$ cat src/rtl/pwm_csr_pkg.sv
// pwm_csr_pkg
//   Definitions shared by the PWM CSR initiator (pwm_csr_master) and the
//   PWM CSR responder:
//     - CSR word addresses (control, status, period, duty, divisor)
//     - sequence result codes
//     - initiator FSM state encoding
//     - cfg_is_bad(): the configuration sanity rule applied before any bus cycle
package pwm_csr_pkg;

    // CSR map
    localparam logic [2:0] ADDR_CTRL = 3'd0;
    localparam logic [2:0] ADDR_STAT = 3'd1;
    localparam logic [2:0] ADDR_PER  = 3'd2;
    localparam logic [2:0] ADDR_DUTY = 3'd3;
    localparam logic [2:0] ADDR_DIV  = 3'd4;

    // Result codes
    localparam logic [1:0] ERR_OK      = 2'b00;
    localparam logic [1:0] ERR_CFG     = 2'b01;
    localparam logic [1:0] ERR_RDBK    = 2'b10;
    localparam logic [1:0] ERR_TIMEOUT = 2'b11;

    // Initiator FSM state encoding
    localparam logic [3:0] ST_IDLE     = 4'd0;
    localparam logic [3:0] ST_WR_DIS   = 4'd1;
    localparam logic [3:0] ST_WR_PER   = 4'd2;
    localparam logic [3:0] ST_WR_DUTY  = 4'd3;
    localparam logic [3:0] ST_WR_DIV   = 4'd4;
    localparam logic [3:0] ST_WR_EN    = 4'd5;
    localparam logic [3:0] ST_RD_PER   = 4'd6;
    localparam logic [3:0] ST_CMP_PER  = 4'd7;
    localparam logic [3:0] ST_RD_DUTY  = 4'd8;
    localparam logic [3:0] ST_CMP_DUTY = 4'd9;
    localparam logic [3:0] ST_RD_DIV   = 4'd10;
    localparam logic [3:0] ST_CMP_DIV  = 4'd11;
    localparam logic [3:0] ST_RD_STAT  = 4'd12;
    localparam logic [3:0] ST_CMP_STAT = 4'd13;
    localparam logic [3:0] ST_WR_ABORT = 4'd14;
    localparam logic [3:0] ST_DONE     = 4'd15;

    // A zero period, or a duty longer than the period, cannot be programmed.
    function automatic logic cfg_is_bad(input logic [15:0] period,
                                        input logic [15:0] duty);
        return (period == 16'd0) || (duty > period);
    endfunction

endpackage

$ cat src/rtl/pwm_csr_master.sv
// pwm_csr_master
//   Programs a PWM peripheral over an Avalon-MM CSR port: disables it, writes
//   period/duty/divisor, writes the enable bit, reads back and checks the three
//   settings, then polls status bit 0 until it equals the requested enable.
//   Ports:
//     clk, reset                 clock; asynchronous active-high reset
//     start                      one-cycle request, only honoured in IDLE
//     cfg_enable/period/duty/prescaler  settings, latched on accepted start
//     busy, done, err_code       sequence status and result
//     chipselect/write/read/address/writedata/readdata  CSR bus (readdata
//                                valid one cycle after the read strobe)
module pwm_csr_master
    import pwm_csr_pkg::*;
#(
    parameter int unsigned POLL_LIMIT = 255
) (
    input  logic        clk,
    input  logic        reset,
    input  logic        start,
    input  logic        cfg_enable,
    input  logic [15:0] cfg_period,
    input  logic [15:0] cfg_duty,
    input  logic [15:0] cfg_prescaler,
    output logic        busy,
    output logic        done,
    output logic [1:0]  err_code,
    output logic        chipselect,
    output logic        write,
    output logic        read,
    output logic [2:0]  address,
    output logic [31:0] writedata,
    input  logic [31:0] readdata
);

    localparam logic [15:0] POLL_LIMIT_W = 16'(POLL_LIMIT);

    logic [3:0]  state_reg, state_next;
    logic [1:0]  err_reg, err_next;
    logic [15:0] poll_reg, poll_next;
    logic        en_reg;
    logic [15:0] per_reg, duty_reg, div_reg;
    logic        accept;
    logic [15:0] poll_inc;

    assign accept   = (state_reg == ST_IDLE) && start;
    assign poll_inc = poll_reg + 16'd1;

    always_comb begin
        state_next = state_reg;
        err_next   = err_reg;
        poll_next  = poll_reg;
        case (state_reg)
            ST_IDLE: begin
                if (start) begin
                    poll_next = 16'd0;
                    if (cfg_is_bad(cfg_period, cfg_duty)) begin
                        err_next   = ERR_CFG;
                        state_next = ST_DONE;
                    end else begin
                        err_next   = ERR_OK;
                        state_next = ST_WR_DIS;
                    end
                end
            end
            ST_WR_DIS:  state_next = ST_WR_PER;
            ST_WR_PER:  state_next = ST_WR_DUTY;
            ST_WR_DUTY: state_next = ST_WR_DIV;
            ST_WR_DIV:  state_next = ST_WR_EN;
            ST_WR_EN:   state_next = ST_RD_PER;
            ST_RD_PER:  state_next = ST_CMP_PER;
            ST_CMP_PER: begin
                if (readdata != {16'b0, per_reg}) begin
                    err_next   = ERR_RDBK;
                    state_next = ST_WR_ABORT;
                end else begin
                    state_next = ST_RD_DUTY;
                end
            end
            ST_RD_DUTY: state_next = ST_CMP_DUTY;
            ST_CMP_DUTY: begin
                if (readdata != {16'b0, duty_reg}) begin
                    err_next   = ERR_RDBK;
                    state_next = ST_WR_ABORT;
                end else begin
                    state_next = ST_RD_DIV;
                end
            end
            ST_RD_DIV:  state_next = ST_CMP_DIV;
            ST_CMP_DIV: begin
                if (readdata != {16'b0, div_reg}) begin
                    err_next   = ERR_RDBK;
                    state_next = ST_WR_ABORT;
                end else begin
                    state_next = ST_RD_STAT;
                end
            end
            ST_RD_STAT: state_next = ST_CMP_STAT;
            ST_CMP_STAT: begin
                if (readdata[0] == en_reg) begin
                    err_next   = ERR_OK;
                    state_next = ST_DONE;
                end else begin
                    // poll_inc is the number of status reads done so far
                    poll_next = poll_inc;
                    if (poll_inc >= POLL_LIMIT_W) begin
                        err_next   = ERR_TIMEOUT;
                        state_next = ST_WR_ABORT;
                    end else begin
                        state_next = ST_RD_STAT;
                    end
                end
            end
            ST_WR_ABORT: state_next = ST_DONE;
            ST_DONE:     state_next = ST_IDLE;
            default:     state_next = ST_IDLE;
        endcase
    end

    always_ff @(posedge clk or posedge reset) begin
        if (reset) begin
            state_reg <= ST_IDLE;
            err_reg   <= ERR_OK;
            poll_reg  <= 16'd0;
            en_reg    <= 1'b0;
            per_reg   <= 16'd0;
            duty_reg  <= 16'd0;
            div_reg   <= 16'd0;
        end else begin
            state_reg <= state_next;
            err_reg   <= err_next;
            poll_reg  <= poll_next;
            if (accept) begin
                en_reg   <= cfg_enable;
                per_reg  <= cfg_period;
                duty_reg <= cfg_duty;
                div_reg  <= cfg_prescaler;
            end
        end
    end

    // Bus strobes are a pure decode of the state, so reset clears them at once.
    always_comb begin
        chipselect = 1'b0;
        write      = 1'b0;
        read       = 1'b0;
        address    = ADDR_CTRL;
        writedata  = 32'd0;
        case (state_reg)
            ST_WR_DIS, ST_WR_ABORT: begin
                chipselect = 1'b1;
                write      = 1'b1;
            end
            ST_WR_PER: begin
                chipselect = 1'b1;
                write      = 1'b1;
                address    = ADDR_PER;
                writedata  = {16'b0, per_reg};
            end
            ST_WR_DUTY: begin
                chipselect = 1'b1;
                write      = 1'b1;
                address    = ADDR_DUTY;
                writedata  = {16'b0, duty_reg};
            end
            ST_WR_DIV: begin
                chipselect = 1'b1;
                write      = 1'b1;
                address    = ADDR_DIV;
                writedata  = {16'b0, div_reg};
            end
            ST_WR_EN: begin
                chipselect = 1'b1;
                write      = 1'b1;
                writedata  = {31'b0, en_reg};
            end
            ST_RD_PER: begin
                chipselect = 1'b1;
                read       = 1'b1;
                address    = ADDR_PER;
            end
            ST_RD_DUTY: begin
                chipselect = 1'b1;
                read       = 1'b1;
                address    = ADDR_DUTY;
            end
            ST_RD_DIV: begin
                chipselect = 1'b1;
                read       = 1'b1;
                address    = ADDR_DIV;
            end
            ST_RD_STAT: begin
                chipselect = 1'b1;
                read       = 1'b1;
                address    = ADDR_STAT;
            end
            default: begin
                chipselect = 1'b0;
            end
        endcase
    end

    assign busy     = (state_reg != ST_IDLE);
    assign done     = (state_reg == ST_DONE);
    assign err_code = err_reg;

endmodule

$ cat config.mk
export PLATFORM = sky130hd
export DESIGN_NAME = pwm_csr_master
export DESIGN_NICKNAME = d
export VERILOG_FILES = /design/src/rtl/pwm_csr_pkg.sv /design/src/rtl/pwm_csr_master.sv
export SDC_FILE = /design/constraint.sdc
export NUM_CORES = 1
export LEC_CHECK = 0
export ABC_AREA = 1
export CAP_MARGIN = 15
export CORE_MARGIN = 5
export CORE_UTILIZATION = 40
export DETAILED_ROUTE_END_ITERATION = 12
export HOLD_SLACK_MARGIN = 0.08
export PLACE_DENSITY = 0.67
export SETUP_SLACK_MARGIN = 0.5
export SKIP_CTS_REPAIR_TIMING = 1
export SLEW_MARGIN = 20
export SYNTH_ARGS = -nofsm -noshare
export SYNTH_HDL_FRONTEND = slang
export SYNTH_SLANG_ARGS = --single-unit
$ cat constraint.sdc
create_clock -name clk -period 3 [get_ports clk]
set_input_delay 0.6 -clock clk [delete_from_list [all_inputs] [get_ports clk]]
set_output_delay 0.6 -clock clk [all_outputs]
set_load 0.01 [all_outputs]
Run 1, a small window of the routed layout:
Region (81, 20) to (101, 40) um. Cells in gray, sequential cells in the stronger gray; small squares are vias.
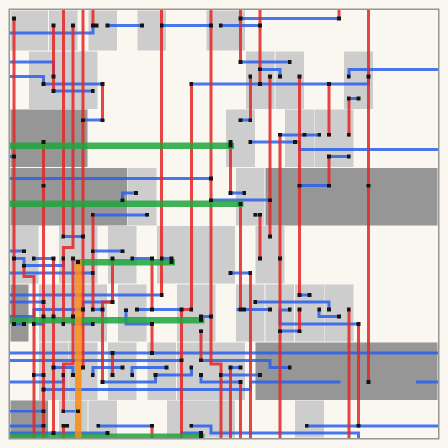
Key: orange = metal 4; red = metal 2; green = metal 3; blue = metal 1
Sequential cells in the window: 3. 39 logic cells have their middle in the window. Most frequent: nand2_1 (15), inv_1 (10), o21ai_0 (5).

Run 1, signal wires by layer:
Drawn at 3 px/um.
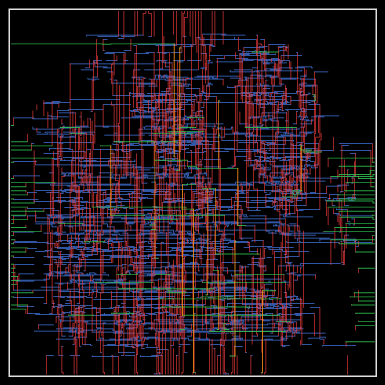
Key: green = metal 3 [wire length 1,070 um]; orange = metal 4 [wire length 437 um]; blue = metal 1 [wire length 6,830 um]; red = metal 2 [wire length 7,260 um]
via total after detailed routing: 5,004
total wire length: 15,600 um
gr usage total: 0.214
wire length per cell: 15.6 um

Run 1, signal wires on met4:
Drawn at 3 px/um. Cells faint in the background.
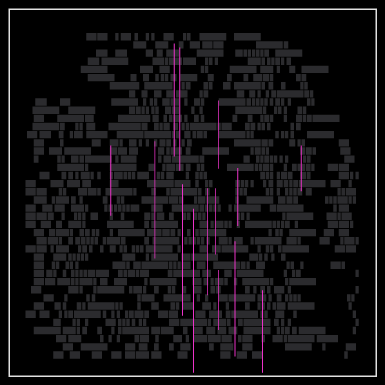
The wires run mostly vertical. The longest straight run is 54.4 um. 12 nets have wire on it. The layer carries 437 um of wire.

==> job_summary.md, run 1 <==
## PnR job results

| Metric | Value |
|---|---|
| Status | completed |
| Buffer type at the clock tree root | sky130_fd_sc_hd__clkbuf_16 |
| AND/OR/NAND/NOR Cells, Area Fraction | 0.279 |
| Initial antenna violation count | 0 |
| Row count | 40 |
| Worst hold endpoint | err_code[1]$_DFFE_PP0P_ |
| Number of register bits inferred by synthesis | between 70 and 80 |
| Number of fillers in the final layout | about 1,200 |
| Met3 wirelength from detailed routing | between 1000 and 1500 um |
| Unrepaired setup endpoints after global routing | yes |
| Net switching power | 2.41 mW |
| Pint | roughly 3.4 mW |
| Number of synthesis warnings | 0 |
| Share of final-layout standard cells stronger than drive strength 1 | 0.0915 |
| Sequential power share | 0.318 |
| Most used routing layer | met2 |
| M3 GR Usage | 0.0399 |
| Worst min-delay path class | reg -> reg |
| Core utilization at floorplan | 0.413 |
| Placed cell count | between 900 and 1,000 |
| Via density per instance | roughly 5 |
| Number of buffers on the longest clock path | 2 |
| Area of the die | about 15,000 sq um |
| Number of global-route vias before repair | 5,066 |
| Global-route wire length before repair | around 25,000 um |
| Worst R2R Setup Slack | 980 ps |
| Worst hold slack across all endpoints | between 400 and 500 ps |
| Switching fraction of total power | 0.416 |
| Number of standard cells in the layout, taps in and fillers out | 999 |
| Capturing element type of the critical path | output pin |
| Multiplexer fraction of the synthesized cell area | 0.0158 |
| Comb power | ~2.8 mW |
| Sinks on Clock Net | between 70 and 80 |
| Max Clk Rate | 0.405 GHz |
| Sequential fraction of the synthesis area | 0.355 |
| Routability-driven placement congestion ratio | about 0.9 |
| Number of antenna cells inserted | 0 |
| Distinct cell type count after synthesis | 35 |
| Seq pwr | 1.84 mW |
| Reg2Reg Capture Point | err_code[0]$_DFFE_PP0P_ |
| Hold path startpoint | err_code[1]$_DFFE_PP0P_ |
| Clock input transition at the sequential cells of the worst setup and hold paths | roughly 60 ps |
| Share of the clock period used by the worst path after layout | 0.822 |
| Met1 Resource Use GR | 0.284 |
| Number of cell instances on the worst register-to-register path | 10 |
| Tally of OpenROAD warnings | 28 |
| Vertical die size | between 100 and 150 um |
| Layout net count | just over 900 |
| Final-report hold violation count | 0 |
| Primary FF master, synth | sky130_fd_sc_hd__dfrtp_1 |
## run 1: cell usage in the layout, fill, tap and decap left out, types with 8 or more instances in the layout
cell / n
sky130_fd_sc_hd__o221ai_1: 14
sky130_fd_sc_hd__o21a_1: 8
sky130_fd_sc_hd__xor2_1: 12
sky130_fd_sc_hd__dfrtp_1: 70
sky130_fd_sc_hd__ha_1: 18
sky130_fd_sc_hd__o22ai_1: 8
sky130_fd_sc_hd__nor2_1: 65
sky130_fd_sc_hd__a21oi_1: 13
sky130_fd_sc_hd__nand4_1: 12
sky130_fd_sc_hd__clkbuf_16: 9
sky130_fd_sc_hd__buf_4: 16
sky130_fd_sc_hd__xnor2_1: 21
sky130_fd_sc_hd__nand2_1: 205
sky130_fd_sc_hd__nor2_2: 12
sky130_fd_sc_hd__nand3_1: 31
sky130_fd_sc_hd__dlymetal6s2s_1: 16
sky130_fd_sc_hd__o21ai_0: 50
sky130_fd_sc_hd__conb_1: 16
sky130_fd_sc_hd__inv_1: 93
sky130_fd_sc_hd__clkdlybuf4s50_1: 87
## run 1: critical path: stages, from the launching register on
cell and delay [ps]:
sky130_fd_sc_hd__dfrtp_2 430, sky130_fd_sc_hd__buf_4 140, sky130_fd_sc_hd__nand2_2 100, sky130_fd_sc_hd__nor2_4 190
sky130_fd_sc_hd__inv_4 80, sky130_fd_sc_hd__buf_4 180, sky130_fd_sc_hd__o221ai_1 200, sky130_fd_sc_hd__dlymetal6s2s_1 220
## run 1: area by class of cell
cell class                 count  share of cell area
clock inverter                 4              0.0105
sequential                    71               0.266
clock buffer                  11              0.0363
timing repair buffer         127               0.189
inverter                     101              0.0571
multi-input combinational    517               0.410
tap                          168              0.0314
==> run 1 -> run 2 <==
==> constraint.sdc (replaced) <==
create_clock -name clk -period 2.3 [get_ports clk]
set_input_delay 0.46 -clock clk [delete_from_list [all_inputs] [get_ports clk]]
set_output_delay 0.46 -clock clk [all_outputs]
set_load 0.01 [all_outputs]
==> job_summary.md, run 2 <==
## PnR job results

| Metric | Value |
|---|---|
| Number of buffers on the longest clock path | 2 (unchanged) |
| Share of final-layout standard cells stronger than drive strength 1 | 0.249 (was 0.0915) |
| Status | completed (unchanged) |
| Chain of cells forming the critical path | buf_4, nor2_1, inv_1, o211ai_1, or2_4, buf_6 (was buf_4, nand2_2, nor2_4, inv_4, buf_4, o221ai_1, dlymetal6s2s_1) |
| Worst R2R Setup Slack | 330 ps (was 980 ps) |
| Total wire length | 16,900 um (was 15,600 um) |
| Worst path max stage delay | 450 ps (was 430 ps) |
| Buffering stage count on the worst path with inverters included | 3 (was 4) |
| Sequential fraction of the synthesis area | 0.355 (unchanged) |
| Number of global-route vias before repair | 5,139 (was 5,066) |
| Capturing element type of the critical path | output pin (unchanged) |
| Primary FF master, synth | sky130_fd_sc_hd__dfrtp_1 (unchanged) |
| Top cells excl fill/tap | sky130_fd_sc_hd__nand2_1 (194), sky130_fd_sc_hd__inv_1 (80), sky130_fd_sc_hd__dfrtp_1 (69) (was sky130_fd_sc_hd__nand2_1 (205), sky130_fd_sc_hd__inv_1 (93), sky130_fd_sc_hd__clkdlybuf4s50_1 (87)) |
| Worst hold slack across all endpoints | 436 ps (was 475 ps) |
| Worst hold endpoint | duty_reg[5]$_DFFE_PP0P_ (was err_code[1]$_DFFE_PP0P_) |
| Number of synthesis warnings | 0 (unchanged) |
| Gr usage total | 0.216 (was 0.214) |
| Via density per instance | 5.06 (was 5.01) |
| Met3 wirelength from detailed routing | 1070 um (about the same) |
| Placed cell count | 1,002 (was 977) |
| Share of the clock period used by the worst path after layout | 0.957 |
| Tally of OpenROAD warnings | 29 (was 28) |
| Number of fillers in the final layout | 1,029 (was 1,191) |
| Commonest non-fill, non-tap cell in the layout | sky130_fd_sc_hd__nand2_1 (unchanged) |
| Area of the die | 14,800 sq um (unchanged) |
| Via total after detailed routing | 5,292 (was 5,004) |
| Distinct cell type count after synthesis | 35 (unchanged) |
| Number of register bits inferred by synthesis | 71 (unchanged) |
| Buffer type at the clock tree root | sky130_fd_sc_hd__clkbuf_16 (unchanged) |
| Vertical die size | 122 um (unchanged) |
| Number of cell instances on the worst register-to-register path | 10 (unchanged) |
| Reg2Reg Capture Point | div_reg[12]$_DFFE_PP0P_ (was err_code[0]$_DFFE_PP0P_) |
| Sinks on Clock Net | 71 (unchanged) |
| Layout net count | 974 (was 929) |
| Hold path startpoint | cfg_duty[5] (was err_code[1]$_DFFE_PP0P_) |
| Max Clk Rate | 0.454 GHz |
run 2: cell types whose count changed in the layout (fill, tap and decap cells not counted), sizes merged:
| cell | change |
|---|---|
| clkinvlp | +3 |
| buf | +60 |
| inv | -1 |
| dlymetal6s2s | +23 |
| clkdlybuf4s50 | -39 |
| clkinv | +1 |
| bufinv | -1 |
run 2: final cells by class:
cell class              count  area (sq um)  share of cell area
clock buffers              10           239              0.0313
flip-flops and latches     71          1780               0.233
repair buffers            172          1760               0.231
clock inverters             6          60.1             0.00786
multi-input cells         517          3200               0.418
well taps                 168           210              0.0275
inverters                 101           395              0.0517
run 2: worst max path at each step:
stage,to,slack [ps],depth (start not counted),from
after floorplan,writedata[11],470,7,state_reg[0]$_DFFE_PP0P_
after global placement,writedata[8],-70,8,state_reg[1]$_DFFE_PP0P_
after detailed placement,err_code[0]$_DFFE_PP0P_,-60,12,cfg_period[11]
after CTS,writedata[14],-440,8,state_reg[1]$_DFFE_PP0P_
after global routing,chipselect,-10,8,state_reg[3]$_DFFE_PP0P_
final,chipselect,100,6,state_reg[2]$_DFFE_PP0P_
run 2: cells by family (layout without fill, tap and decap cells):
kind of cell / after synthesis / in the layout / synth area share
flip-flops: 71 / 71 / 0.355
buffers and inverters: 133 / 289 / 0.117
adder cells (fa/ha/maj): 18 / 18 / 0.0450
AND-OR/OR-AND: 103 / 103 / 0.124
multiplexers: 7 / 7 / 0.0158
other: 1 / 16 / 0.000750
XOR/XNOR: 34 / 34 / 0.0633
AND/OR/NAND/NOR: 339 / 339 / 0.279
run 2: report_power, final:
| group | internal, mW | total, mW | switching (mW) |
|---|---|---|---|
| Clock | 0.863 | 1.41 | 0.543 |
| Combinational | 2.12 | 4.59 | 2.48 |
| Sequential | 1.87 | 2.43 | 0.557 |
Run 2, track usage over the die:
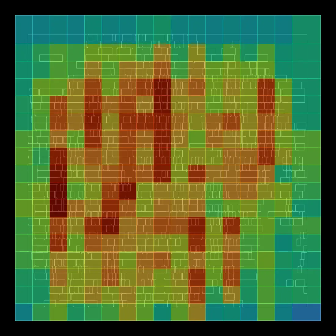
wire length per cell: 16.1 um
met1 Resource Use GR: 0.264
M3 GR Usage: 0.0562
most used routing layer: met2
met2 GRT Util: 0.374

Run 2, a small window of the routed layout:
Region (81, 20) to (101, 40) um. Cells in gray, sequential cells in the stronger gray; small squares are vias.
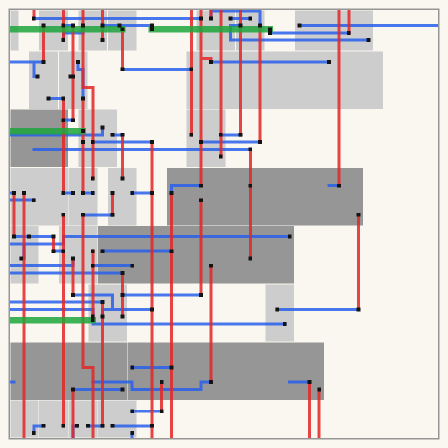
Key: red = metal 2; green = metal 3; blue = metal 1
Netlist names of flops here include duty_reg (2). Sequential cells in the window: 4. Most frequent: inv_1 (6), o21ai_0 (6), nand2_1 (5). 25 logic cells have their middle in the window.

==> run 2 -> run 3 <==
--- a/config.mk
+++ b/config.mk
@@ -6,10 +6,10 @@
 export NUM_CORES = 1
 export LEC_CHECK = 0
 export ABC_AREA = 1
-export CAP_MARGIN = 15
 export CORE_MARGIN = 5
 export CORE_UTILIZATION = 40
 export DETAILED_ROUTE_END_ITERATION = 12
+export GPL_TIMING_DRIVEN = 0
 export HOLD_SLACK_MARGIN = 0.08
 export PLACE_DENSITY = 0.67
 export SETUP_SLACK_MARGIN = 0.5
==> job_summary.md, run 3 <==
## PnR job results

| Metric | Value |
|---|---|
| Routability-driven placement congestion ratio | 0.958 (was 1.01) |
| Top cells excl fill/tap | sky130_fd_sc_hd__nand2_1 (187), sky130_fd_sc_hd__inv_1 (84), sky130_fd_sc_hd__dfrtp_1 (67) (was sky130_fd_sc_hd__nand2_1 (194), sky130_fd_sc_hd__inv_1 (80), sky130_fd_sc_hd__dfrtp_1 (69)) |
| Number of cell instances on the worst register-to-register path | 11 (was 10) |
| Max Clk Rate | 0.446 GHz (was 0.454 GHz) |
| AND/OR/NAND/NOR Cells, Area Fraction | 0.279 (unchanged) |
| Layout net count | 963 (was 974) |
| Worst R2R Setup Slack | 520 ps (was 330 ps) |
| Timing endpoint of the critical path | writedata[11] (was chipselect) |
| Number of global-route vias before repair | 5,152 (was 5,139) |
| Commonest non-fill, non-tap cell in the layout | sky130_fd_sc_hd__nand2_1 (unchanged) |
| Unrepaired setup endpoints after global routing | yes (unchanged) |
| Multiplexer fraction of the synthesized cell area | 0.0158 (unchanged) |
| Worst path max stage delay | 380 ps (was 450 ps) |
| Sequential fraction of the synthesis area | 0.355 (unchanged) |
| Status | completed (unchanged) |
| Sequential power share | 0.301 (was 0.288) |
| Initial antenna violation count | 0 (unchanged) |
| Buffer type at the clock tree root | sky130_fd_sc_hd__clkbuf_16 (unchanged) |
| Global-route wire length before repair | 25,600 um (was 25,300 um) |
| Number of buffers on the longest clock path | 2 (unchanged) |
| Crit path max-delay cell type | sky130_fd_sc_hd__dfrtp_1 (was sky130_fd_sc_hd__dfrtp_2) |
| Clock network fraction of total power | 0.163 (was 0.167) |
| Clock input transition at the sequential cells of the worst setup and hold paths | 60 ps (was 50 ps) |
| Area share of xor/xnor cells in the synthesized design | 0.0633 (unchanged) |
| Share of the clock period used by the worst path after layout | 0.974 (was 0.957) |
| Worst path depth | 8 (was 6) |
| Post-synthesis compound-gate area fraction | 0.124 (unchanged) |
| Vertical die size | 122 um (unchanged) |
| Met3 wirelength from detailed routing | 1120 um (was 1070 um) |
| Combinational power share | 0.537 (was 0.545) |
| Primary FF master, synth | sky130_fd_sc_hd__dfrtp_1 (unchanged) |
| Largest family of logic cells by area | simple AND/OR/NAND/NOR gates (unchanged) |
| Gr usage total | 0.220 (was 0.216) |
| Adder-Cell Fraction of Synth Area | 0.0450 (unchanged) |
| Tally of OpenROAD warnings | 29 (unchanged) |
| Area of the die | 14,800 sq um (unchanged) |
| Number of fillers in the final layout | 1,102 (was 1,029) |
| Core utilization at floorplan | 0.413 (unchanged) |
| Launching element of the worst setup path | state_reg[0]$_DFFE_PP0P_ (was state_reg[2]$_DFFE_PP0P_) |
| Worst hold slack across all endpoints | 417 ps (was 436 ps) |
| Reg2Reg Capture Point | err_code[1]$_DFFE_PP0P_ (was div_reg[12]$_DFFE_PP0P_) |
| Placed cell count | 1,000 (was 1,002) |
| Switching fraction of total power | 0.441 (was 0.425) |
| Row count | 40 (unchanged) |
| Share of final-layout standard cells stronger than drive strength 1 | 0.225 (was 0.249) |
| Via total after detailed routing | 5,259 (was 5,292) |
| Final-report hold violation count | 0 (unchanged) |
| Chain of cells forming the critical path | buf_6, nor2_4, inv_2, nor2_4, inv_4, buf_12, o221ai_4, buf_6 (was buf_4, nor2_1, inv_1, o211ai_1, or2_4, buf_6) |
| Pint | 4.53 mW (was 4.85 mW) |
| Capturing element type of the critical path | output pin (unchanged) |
-- run 3: cell counts after synthesis --
Identical to the previous run, type by type.
-- run 3: through the flow --
step,power (mW),setup TNS [ps],util,area [sq um]
6_report,8.10,0,0.615,7440
2_1_floorplan,4.53,0,-,5070
4_1_cts,7.32,-16760,0.552,6680
3_3_place_gp,5.91,-9110,0.526,6370
3_5_place_dp,5.99,-8940,0.529,6410
5_1_grt,8.63,0,0.615,7440
-- run 3: how the worst min path moves through the flow --
stage / from / end / slack [ps] / cells after the start
floorplan: per_reg[9]$_DFFE_PP0P_ / per_reg[9]$_DFFE_PP0P_ / 500 / 1
global placement: err_code[1]$_DFFE_PP0P_ / err_code[1]$_DFFE_PP0P_ / 470 / 2
detailed placement: err_code[0]$_DFFE_PP0P_ / err_code[0]$_DFFE_PP0P_ / 470 / 2
CTS: reset / div_reg[4]$_DFFE_PP0P_ / 470 / 2
global route: cfg_duty[8] / duty_reg[8]$_DFFE_PP0P_ / 450 / 3
finish: cfg_period[12] / per_reg[12]$_DFFE_PP0P_ / 420 / 3
-- run 3: power groups by stage --
stage          logic, mW  registers [mW]  clock network, mW
6_report            4.35            2.44               1.32
5_1_grt             4.75            2.50               1.38
4_1_cts             3.64            2.36               1.32
3_5_place_dp        3.63            2.37                  0
3_3_place_gp        3.56            2.34                  0
2_1_floorplan       2.28            2.25                  0
-- run 3: layout make-up --
class	count	area [sq um]	share of cell area
repair buffers	129	1310	0.176
plain buffers	32	283	0.0380
multi-input cells	517	3190	0.429
well taps	168	210	0.0282
flip-flops and latches	71	1780	0.239
clock buffers	16	272	0.0365
inverters	101	398	0.0534
-- run 3: layer usage --
layer / vias up / GRT usage
li1: 2545 / -
met1: 2460 / 0.278
met2: 219 / 0.367
met3: 35 / 0.0450
met4: 0 / 0.0924
met5: - / 0
Run 3, signal wires by layer:
Drawn at 3 px/um.
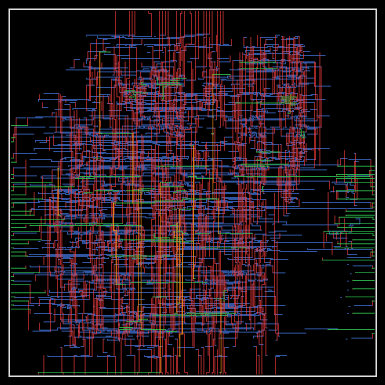
Key: orange = metal 4 [wire length 480 um]; green = metal 3 [wire length 1,120 um]; blue = metal 1 [wire length 7,220 um]; red = metal 2 [wire length 8,280 um]
wire length per cell: 16.5 um
total wire length: 17,100 um

Run 3, signal wires on met4:
Drawn at 3 px/um. Cells faint in the background.
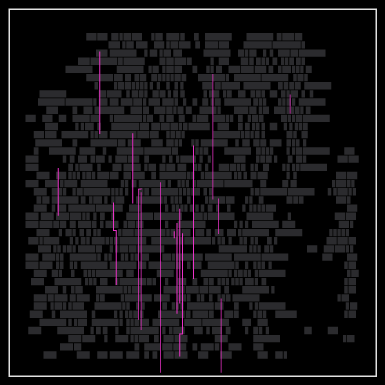
12 nets have wire on it. The layer holds 2.8% of the routed length. The layer carries 480 um of wire.


==> screenshots <==
Clock wires, drivers and flops.
Drawn at 2 px/um.
(a)
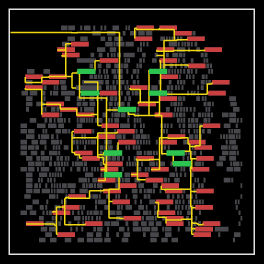
(b)
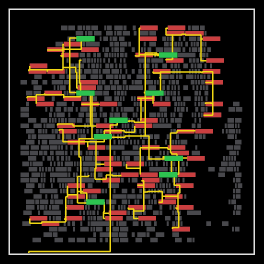
(c)
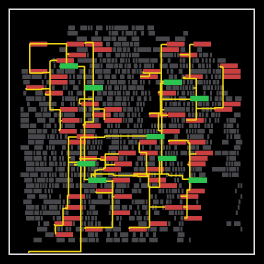
run 1 -> (a)
run 3 -> (b)
run 2 -> (c)

Key to (a):
Key: red = flip-flops [count 71]; yellow = clock wires [length 1,020 um]; green = clock drivers [count 9]
There are 10 routed clock nets.

Power figures rest on the tool's default switching activity, not on a simulated workload.
